[src/rtl/uart_pkg.sv]
// Shared definitions for the system-bus UART receiver: register offsets, status bits and
// receiver FSM states.
package uart_pkg;

    localparam logic [23:0] ADDR_DATA     = 24'h00;
    localparam logic [23:0] ADDR_VALID    = 24'h04;
    localparam logic [23:0] ADDR_BUSY     = 24'h08;
    localparam logic [23:0] ADDR_DIV      = 24'h0C;
    localparam logic [23:0] ADDR_PARITY   = 24'h10;
    localparam logic [23:0] ADDR_STOPBITS = 24'h14;
    localparam logic [23:0] ADDR_STATUS   = 24'h18;
    localparam logic [23:0] ADDR_RST      = 24'h24;

    localparam int unsigned STATUS_OVR = 0;
    localparam int unsigned STATUS_FRM = 1;
    localparam int unsigned STATUS_PAR = 2;

    localparam int unsigned MIN_DIV = 16;

    typedef enum logic [2:0] {
        StIdle,
        StStart,
        StData,
        StPar,
        StStop
    } rx_state_e;

endpackage

[src/rtl/uart_rx.sv]
// UART receive engine: rx synchroniser, bit-timing counter, frame FSM and shift register.
// Emits single-cycle pulses for a completed byte, a frame error and a parity error.
module uart_rx
    import uart_pkg::*;
#(
    parameter int unsigned DIV_W = 16
) (
    input  logic             i_clk,
    input  logic             i_rst_n,
    input  logic             i_clr,
    input  logic             i_rx,
    input  logic [DIV_W-1:0] i_div,
    input  logic [DIV_W-1:0] i_div_sh,
    input  logic             i_par_en_sh,
    input  logic             i_stop2_sh,
    output logic             o_cfg_load,
    output logic [7:0]       o_byte,
    output logic             o_byte_valid,
    output logic             o_frame_err,
    output logic             o_parity_err,
    output logic             o_busy
);

    rx_state_e        r_state, w_state_nxt;
    logic [DIV_W-1:0] r_cnt, w_cnt_nxt;
    logic [2:0]       r_bit, w_bit_nxt;
    logic [7:0]       r_shift, w_shift_nxt;
    logic             r_stop_idx, w_stop_idx_nxt;
    logic [1:0]       r_sync;
    logic             r_rx_prev;

    logic             w_rx;
    logic             w_fall;
    logic [DIV_W-1:0] w_target;
    logic             w_tick;

    assign w_rx   = r_sync[1];
    assign w_fall = r_rx_prev & ~w_rx;
    // Start bit is checked at mid-bit with the live divider; later bits use the frame's shadow.
    assign w_target = (r_state == StStart) ? (i_div >> 1) : (i_div_sh - 1'b1);
    assign w_tick   = (r_cnt == w_target);

    always_comb begin
        w_state_nxt    = r_state;
        w_cnt_nxt      = r_cnt + 1'b1;
        w_bit_nxt      = r_bit;
        w_shift_nxt    = r_shift;
        w_stop_idx_nxt = r_stop_idx;
        o_cfg_load     = 1'b0;
        o_byte_valid   = 1'b0;
        o_frame_err    = 1'b0;
        o_parity_err   = 1'b0;
        case (r_state)
            StIdle: begin
                w_cnt_nxt = '0;
                if (w_fall) w_state_nxt = StStart;
            end
            StStart: begin
                if (w_tick) begin
                    w_cnt_nxt = '0;
                    if (!w_rx) begin
                        w_state_nxt = StData;
                        w_bit_nxt   = 3'd0;
                        o_cfg_load  = 1'b1;
                    end else begin
                        w_state_nxt = StIdle;
                    end
                end
            end
            StData: begin
                if (w_tick) begin
                    w_cnt_nxt   = '0;
                    w_shift_nxt = {w_rx, r_shift[7:1]};
                    w_bit_nxt   = r_bit + 3'd1;
                    if (r_bit == 3'd7) begin
                        w_state_nxt    = i_par_en_sh ? StPar : StStop;
                        w_stop_idx_nxt = 1'b0;
                    end
                end
            end
            StPar: begin
                if (w_tick) begin
                    w_cnt_nxt      = '0;
                    o_parity_err   = (^r_shift) != w_rx;
                    w_state_nxt    = StStop;
                    w_stop_idx_nxt = 1'b0;
                end
            end
            StStop: begin
                if (w_tick) begin
                    w_cnt_nxt = '0;
                    if (!w_rx) begin
                        o_frame_err = 1'b1;
                        w_state_nxt = StIdle;
                    end else if (i_stop2_sh && !r_stop_idx) begin
                        w_stop_idx_nxt = 1'b1;
                    end else begin
                        o_byte_valid = 1'b1;
                        w_state_nxt  = StIdle;
                    end
                end
            end
            default: w_state_nxt = StIdle;
        endcase
    end

    always_ff @(posedge i_clk or negedge i_rst_n) begin
        if (!i_rst_n) begin
            r_state    <= StIdle;
            r_cnt      <= '0;
            r_bit      <= '0;
            r_shift    <= '0;
            r_stop_idx <= 1'b0;
            r_sync     <= 2'b11;
            r_rx_prev  <= 1'b1;
        end else if (i_clr) begin
            r_state    <= StIdle;
            r_cnt      <= '0;
            r_bit      <= '0;
            r_shift    <= '0;
            r_stop_idx <= 1'b0;
            r_sync     <= 2'b11;
            r_rx_prev  <= 1'b1;
        end else begin
            r_state    <= w_state_nxt;
            r_cnt      <= w_cnt_nxt;
            r_bit      <= w_bit_nxt;
            r_shift    <= w_shift_nxt;
            r_stop_idx <= w_stop_idx_nxt;
            r_sync     <= {r_sync[0], i_rx};
            r_rx_prev  <= w_rx;
        end
    end

    assign o_byte = r_shift;
    assign o_busy = (r_state != StIdle);

endmodule

[src/rtl/uart_rx_sb_ctrl.sv]
// System-bus UART receiver peripheral: register file, per-frame config shadowing, sticky
// status flags and the registered read path. irq follows VALID.
module uart_rx_sb_ctrl
    import uart_pkg::*;
#(
    parameter int unsigned DEFAULT_DIV = 1042,
    parameter int unsigned DIV_W       = 16
) (
    input  logic        clk_i,
    input  logic        resetn_i,
    input  logic        req_i,
    input  logic        write_enable_i,
    input  logic [31:0] addr_i,
    input  logic [31:0] write_data_i,
    output logic [31:0] read_data_o,
    input  logic        rx_i,
    output logic        irq_req_o
);

    logic [7:0]       r_data;
    logic             r_valid;
    logic [2:0]       r_status;
    logic [DIV_W-1:0] r_div, r_div_sh;
    logic             r_par_en, r_par_en_sh;
    logic             r_stop2, r_stop2_sh;
    logic [31:0]      r_rdata;

    logic [23:0]      w_off;
    logic             w_rd, w_wr, w_data_rd, w_soft_rst;
    logic [DIV_W-1:0] w_div_wr;
    logic [31:0]      w_rmux;
    logic [2:0]       w_status_clr, w_status_set;
    logic             w_cfg_load, w_byte_valid, w_frame_err, w_parity_err, w_busy;
    logic [7:0]       w_byte;
    logic             w_unused_bits;

    assign w_unused_bits = ^{addr_i[31:24], write_data_i[31:DIV_W]};

    assign w_off      = addr_i[23:0];
    assign w_rd       = req_i & ~write_enable_i;
    assign w_wr       = req_i & write_enable_i;
    assign w_data_rd  = w_rd && (w_off == ADDR_DATA);
    assign w_soft_rst = w_wr && (w_off == ADDR_RST) && write_data_i[0];
    assign w_div_wr   = (write_data_i[DIV_W-1:0] < DIV_W'(MIN_DIV)) ? DIV_W'(MIN_DIV)
                                                                     : write_data_i[DIV_W-1:0];

    always_comb begin
        w_rmux = '0;
        case (w_off)
            ADDR_DATA:     w_rmux[7:0]       = r_data;
            ADDR_VALID:    w_rmux[0]         = r_valid;
            ADDR_BUSY:     w_rmux[0]         = w_busy;
            ADDR_DIV:      w_rmux[DIV_W-1:0] = r_div;
            ADDR_PARITY:   w_rmux[0]         = r_par_en;
            ADDR_STOPBITS: w_rmux[0]         = r_stop2;
            ADDR_STATUS:   w_rmux[2:0]       = r_status;
            default:       w_rmux            = '0;
        endcase
    end

    always_comb begin
        w_status_clr = (w_wr && (w_off == ADDR_STATUS)) ? write_data_i[2:0] : 3'b000;
        w_status_set = '0;
        // A read of DATA in the commit cycle consumes the old byte, so it is not an overrun.
        w_status_set[STATUS_OVR] = w_byte_valid && r_valid && !w_data_rd;
        w_status_set[STATUS_FRM] = w_frame_err;
        w_status_set[STATUS_PAR] = w_parity_err;
    end

    always_ff @(posedge clk_i or negedge resetn_i) begin
        if (!resetn_i) begin
            r_data      <= '0;
            r_valid     <= 1'b0;
            r_status    <= '0;
            r_div       <= DIV_W'(DEFAULT_DIV);
            r_par_en    <= 1'b0;
            r_stop2     <= 1'b0;
            r_div_sh    <= DIV_W'(DEFAULT_DIV);
            r_par_en_sh <= 1'b0;
            r_stop2_sh  <= 1'b0;
            r_rdata     <= '0;
        end else if (w_soft_rst) begin
            r_data      <= '0;
            r_valid     <= 1'b0;
            r_status    <= '0;
            r_div       <= DIV_W'(DEFAULT_DIV);
            r_par_en    <= 1'b0;
            r_stop2     <= 1'b0;
            r_div_sh    <= DIV_W'(DEFAULT_DIV);
            r_par_en_sh <= 1'b0;
            r_stop2_sh  <= 1'b0;
            r_rdata     <= '0;
        end else begin
            if (w_rd) r_rdata <= w_rmux;
            if (w_wr && (w_off == ADDR_DIV))      r_div    <= w_div_wr;
            if (w_wr && (w_off == ADDR_PARITY))   r_par_en <= write_data_i[0];
            if (w_wr && (w_off == ADDR_STOPBITS)) r_stop2  <= write_data_i[0];
            if (w_cfg_load) begin
                r_div_sh    <= r_div;
                r_par_en_sh <= r_par_en;
                r_stop2_sh  <= r_stop2;
            end
            if (w_byte_valid) begin
                r_data  <= w_byte;
                r_valid <= 1'b1;
            end else if (w_data_rd) begin
                r_valid <= 1'b0;
            end
            r_status <= (r_status & ~w_status_clr) | w_status_set;
        end
    end

    uart_rx #(
        .DIV_W(DIV_W)
    ) u_rx (
        .i_clk        (clk_i),
        .i_rst_n      (resetn_i),
        .i_clr        (w_soft_rst),
        .i_rx         (rx_i),
        .i_div        (r_div),
        .i_div_sh     (r_div_sh),
        .i_par_en_sh  (r_par_en_sh),
        .i_stop2_sh   (r_stop2_sh),
        .o_cfg_load   (w_cfg_load),
        .o_byte       (w_byte),
        .o_byte_valid (w_byte_valid),
        .o_frame_err  (w_frame_err),
        .o_parity_err (w_parity_err),
        .o_busy       (w_busy)
    );

    assign read_data_o = r_rdata;
    assign irq_req_o   = r_valid;

endmodule

[config.mk]
export PLATFORM = sky130hd
export DESIGN_NAME = uart_rx_sb_ctrl
export DESIGN_NICKNAME = d
export VERILOG_FILES = /design/src/rtl/uart_pkg.sv /design/src/rtl/uart_rx.sv /design/src/rtl/uart_rx_sb_ctrl.sv
export SDC_FILE = /design/constraint.sdc
export NUM_CORES = 1
export LEC_CHECK = 0
export CORE_MARGIN = 5
export CORE_UTILIZATION = 57
export CTS_CLUSTER_DIAMETER = 150
export CTS_CLUSTER_SIZE = 25
export DETAILED_ROUTE_END_ITERATION = 12
export HOLD_SLACK_MARGIN = 0.12
export PLACE_DENSITY = 0.86
export SLEW_MARGIN = 30
export SYNTH_ARGS = -nofsm -noshare
export SYNTH_HDL_FRONTEND = slang
export SYNTH_SLANG_ARGS = --single-unit
[constraint.sdc]
create_clock -name clk_i -period 8.4 [get_ports clk_i]
set_input_delay 1.68 -clock clk_i [delete_from_list [all_inputs] [get_ports clk_i]]
set_output_delay 1.68 -clock clk_i [all_outputs]
set_load 0.02 [all_outputs]
Run 1, placed standard cells:
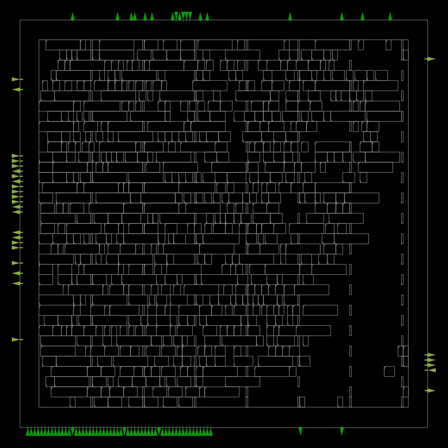
final core occ: 66.0%
Core Area: 9640 µm²
Core Rows: 36
Seq/total area: 38.7%
fin cells: 799

Run 1, the metal 3 layer:
The bar under the picture is 20 µm long.
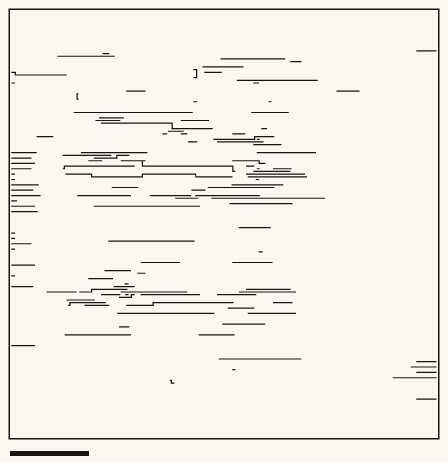
share of all routed wire: 7.2%
wire length on this layer: 1,040 µm
longest straight run: 29.9 µm

==> results.toml, run 1 <==
# physical design summary
[layout]
nonClkBufAreaFrac_pct = 10.7
clock_area_share_pct = 3.01
postLayoutCellArea_um2 = 6360
most-common-layout-cells = "dfrtp_1, nand2_1, clkdlybuf4s50_1, a21oi_1, nand3_1"

[routing]
wl_per_cell_um = 18.1
vias_per_cell = 6.17
vias = 4927

[outcome]
status = "complete, no violations"

[critical_path]
end_kind = "flip-flop"
cp.arrival_ns = 4.58
required_ns = 8.70

[clock_tree]
post_cts_buffers = 0
cts_tree = "done"
ctsHoldBuffers = 0

[synth]
netlist_area_um2 = 5550
edf_count = 0

[min_path]
min_to = "read_data_o[7]"
hp-start = "read_data_o[7]"

[sta]
rsz0062_at_grt = "no"
tightest_slew_ns = 0.924
worst_slack_ns = 4.12

[run]
drv_cap = 0

[global_routing]
grt_usage_pct = 25.9
Run 1, cell area per tile:
11 x 11 tiles, from white (low) to dark blue (high), 0 to 100% covered.
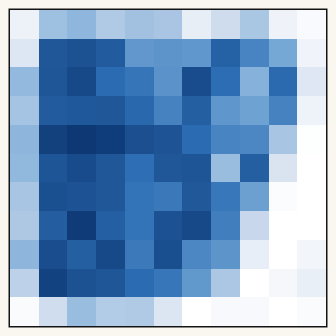
emptiest ninth of the die: bottom right
mean over tiles: 53%
nearly empty tiles: 8.3%
fullest tile: 97%
tiles over 75% full: 36%

Run 1, sequential cells grouped by signal name:
The bar under the picture is 20 µm long. Other sequential cells in the stronger grey, the rest of the logic in the fainter grey.
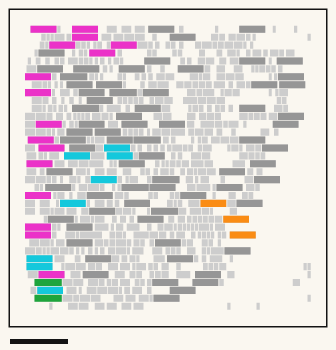
legend:
  `u_rx.r_sync`:
    colour: green
    sequential_cells: 2
  `u_rx.o_byte`:
    colour: cyan
    sequential_cells: 8
  `u_rx.r_state`:
    colour: orange
    sequential_cells: 3
  `read_data_o`:
    colour: magenta
    sequential_cells: 16
not coloured: 69
storage element area: 2460 µm²
P_seq: 0.612 mW

==> run 1: cell usage after synthesis (12+ instances only) <==
cell type | number | area [µm²]
nor4_1 | 18 | 113
xnor2_1 | 31 | 272
nand2_1 | 79 | 297
xor2_1 | 12 | 105
dfrtp_1 | 89 | 2230
mux2i_1 | 21 | 210
inv_1 | 12 | 45.0
clkbuf_1 | 33 | 124
nand3_1 | 46 | 230
nor3_1 | 22 | 110
a21oi_1 | 53 | 265
o21ai_0 | 45 | 225
buf_4 | 16 | 120
nor2_1 | 23 | 86.3
==> run 1: report_power, final <==
part	internal, mW	total (mW)	switching [mW]
registers	0.533	0.612	0.0789
logic	0.162	0.387	0.225
clock network	0.117	0.307	0.190
Run 1, cells coloured by class:
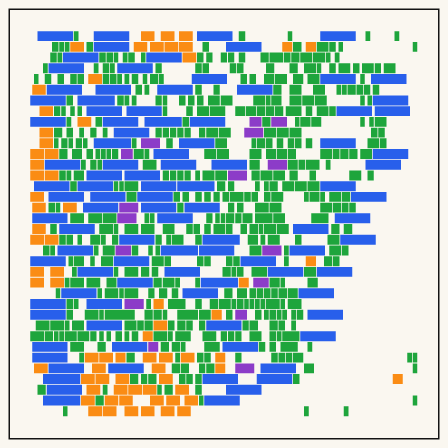

==> run 2, diff against run 1 <==
Settings changed: CORE_UTILIZATION 57 to 53, PLACE_DENSITY 0.86 to 0.81.
Clock period 8.4 ns to 4.4 ns, I/O delays scaled along.
Run 2, cells coloured by class:
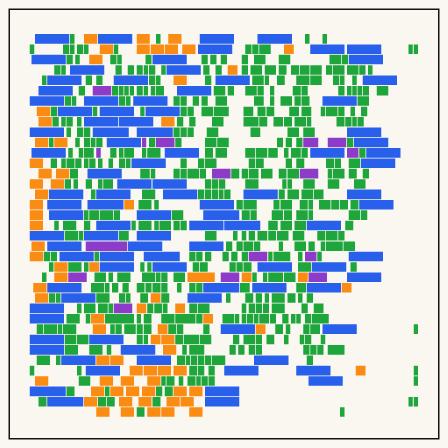
legend:
  clock drivers and dummy loads:
    colour: purple
    cells: 16
    share_of_their_area: 3.3%
  flip-flops:
    colour: blue
    cells: 98
    share_of_their_area: 39%
  all other logic:
    colour: green
    cells: 481
    share_of_their_area: 46%
  other buffers and delay cells:
    colour: orange
    cells: 76
    share_of_their_area: 12%

Run 2, placed standard cells:
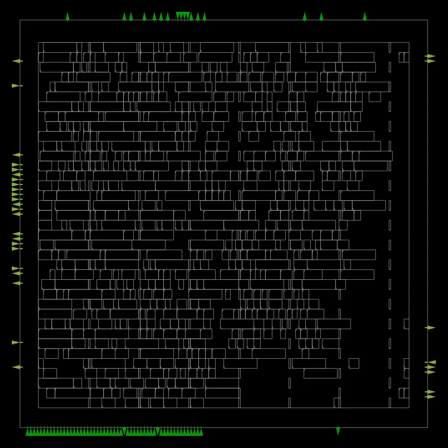
Core Rows: 37
Fillers: 873

==> results.toml, run 2 <==
# physical design summary
[critical_path]
required_ns = 4.65
end_kind = "flip-flop"

[pwr]
p_comb_mw = 0.733
p_int_mw = 1.62
pwr-share-clk_pct = 24.6
power_leader = "registers"
p_seq_share_pct = 46.3
clk-power_mw = 0.621
p_sw_mw = 0.906
pg_seq_mw = 1.17

[clock_tree]
cts_tree = "done"
post_cts_buffers = 0
ctsHoldBuffers = 0

[synth]
most_common_cell = "dfrtp_1"
edf_count = 0
top_cells_by_count = "dfrtp_1, nand2_1, a21oi_1"
netlist_area_um2 = 5550
synth_top_area_share_pct = 40.2

[sta]
tightest_slew_ns = 0.675
rsz0062_at_grt = "no"
worst_slack_ns = 0.814

[routing]
vias = 4861
vias_per_cell = 6.02
route.top_layer_used = "met4"
wl_per_cell_um = 17.6

[global_routing]
grt-ovfl-total = 0
grt_usage_pct = 23.2
met3_usage_pct = 4.26

[layout]
layout.cells.non_filler = 807
most-common-layout-cells = "dfrtp_1, nand2_1, clkdlybuf4s50_1, a21oi_1, nand3_1"
postLayoutCellArea_um2 = 6420
post-route-util_pct = 62.5

[run]
drv_cap = 0

[die]
coreArea_um2 = 10300

[outcome]
status = "complete, no violations"
## run 2: cell type report
type | count | area [µm²] | share of cell area, %
Timing Repair Buffer | 76 | 733 | 11.4
Multi-Input combinational cell | 469 | 2800 | 43.7
Sequential cell | 98 | 2460 | 38.4
Inverter | 12 | 45.0 | 0.702
Clock inverter | 4 | 58.8 | 0.916
Clock buffer | 12 | 145 | 2.26
Tap cell | 136 | 170 | 2.65
## run 2: worst min-delay path by stage
stage | cells past startpoint | slack (ns) | to | startpoint
global route | 1 | 0.39 | r_par_en_sh | resetn_i
finish | 1 | 0.39 | r_par_en_sh | resetn_i
floorplan | 2 | 0.47 | r_status[1] | r_status[1]
CTS | 1 | 0.39 | irq_req_o | resetn_i
detailed placement | 2 | 0.48 | read_data_o[2] | read_data_o[2]
global placement | 2 | 0.47 | read_data_o[5] | read_data_o[5]
Run 2, sequential cells grouped by signal name:
The bar under the picture is 20 µm long. Other sequential cells in the stronger grey, the rest of the logic in the fainter grey.
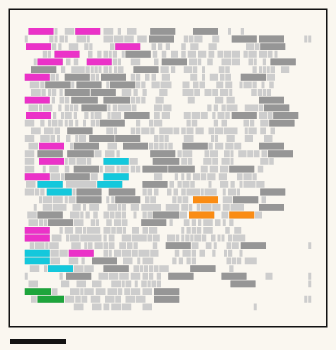

==> run 3, diff against run 2 <==
Settings changed: CORE_UTILIZATION 53 to 48, PLACE_DENSITY 0.81 to 0.77.
Clock period 4.4 ns to 2.9 ns, I/O delays scaled along.
Run 3, sequential cells grouped by signal name:
The bar under the picture is 20 µm long. Other sequential cells in the stronger grey, the rest of the logic in the fainter grey.
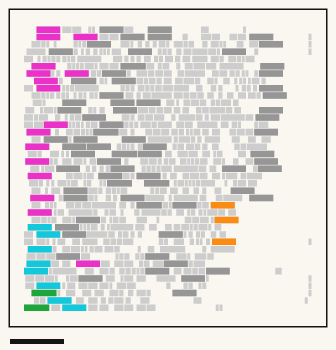
legend:
  `u_rx.r_sync`:
    colour: green
    sequential_cells: 2
  `u_rx.o_byte`:
    colour: cyan
    sequential_cells: 8
    where: bottom left
  `read_data_o`:
    colour: magenta
    sequential_cells: 16
  `u_rx.r_state`:
    colour: orange
    sequential_cells: 3
not coloured: 69

==> results.toml, run 3 <==
# physical design summary
[outcome]
status = "complete, but fails checks"
violations = "setup timing"

[global_routing]
grt-ovfl-total = 0

[sta]
rsz0062_at_grt = "yes"
worst_slack_ns = -0.140
tightest_slew_ns = 0.731
finalSetupViolations = 49

[pwr]
pwr-share-clk_pct = 25.7

[synth]
top_cells_by_count = "dfrtp_1, nand2_1, a21oi_1"
edf_count = 0

[layout]
most-common-layout-cells = "dfrtp_1, nand2_1, clkdlybuf4s50_1, buf_4, a21oi_1"
clkbuf_count = 9
fill_cells = 870
largest_cell_class = "multi-input combinational cells"
buffers = 128

[critical_path]
end_kind = "flip-flop"

[die]
nWellTaps = 143
num_rows = 39

[routing]
wl_per_cell_um = 18.8
vias_per_cell = 6.06

[clock_tree]
post_cts_buffers = 7
Run 3, the metal 3 layer:
The bar under the picture is 20 µm long.
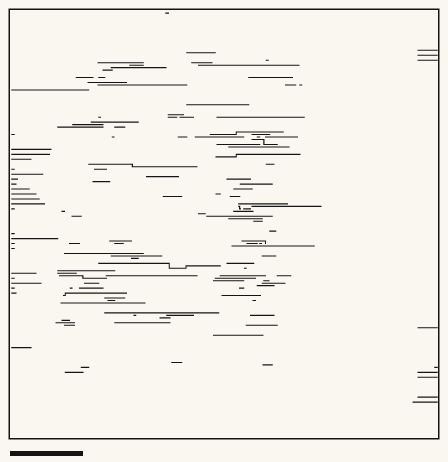
longest straight run: 31.3 µm
main direction: horizontal
nets with wire on the layer: 105
wire length on this layer: 1,070 µm
M3 GR Usage: 3.65%
final wirelength: 16,300 µm
DR vias: 5,249

## run 3: worst max-delay path, stage by stage (launching register included)
cell and delay, ns:
dfstp_2 0.57, inv_2 0.06, ha_4 0.16, or3b_4 0.30, buf_6 0.12, o32ai_2 0.06
o211ai_1 0.20, nand4_1 0.14, nor4b_2 0.28, buf_4 0.17, and4_4 0.31, buf_4 0.18
a41oi_1 0.16, nor3_1 0.23
## run 3: through the flow
step / util (%) / area, µm² / setup TNS [ns] / hold slack (ns)
after floorplan: - / 5660 / 0 / 0.284
after global placement: 58.3 / 6630 / -4.07 / 0.469
after detailed placement: 58.3 / 6630 / -8.10 / 0.478
after CTS: 62.3 / 7080 / -1.54 / 0.247
after global routing: 63.9 / 7270 / -6.63 / 0.279
final: 63.9 / 7270 / -3.16 / 0.229
Power is estimated from default activity; no workload was simulated.
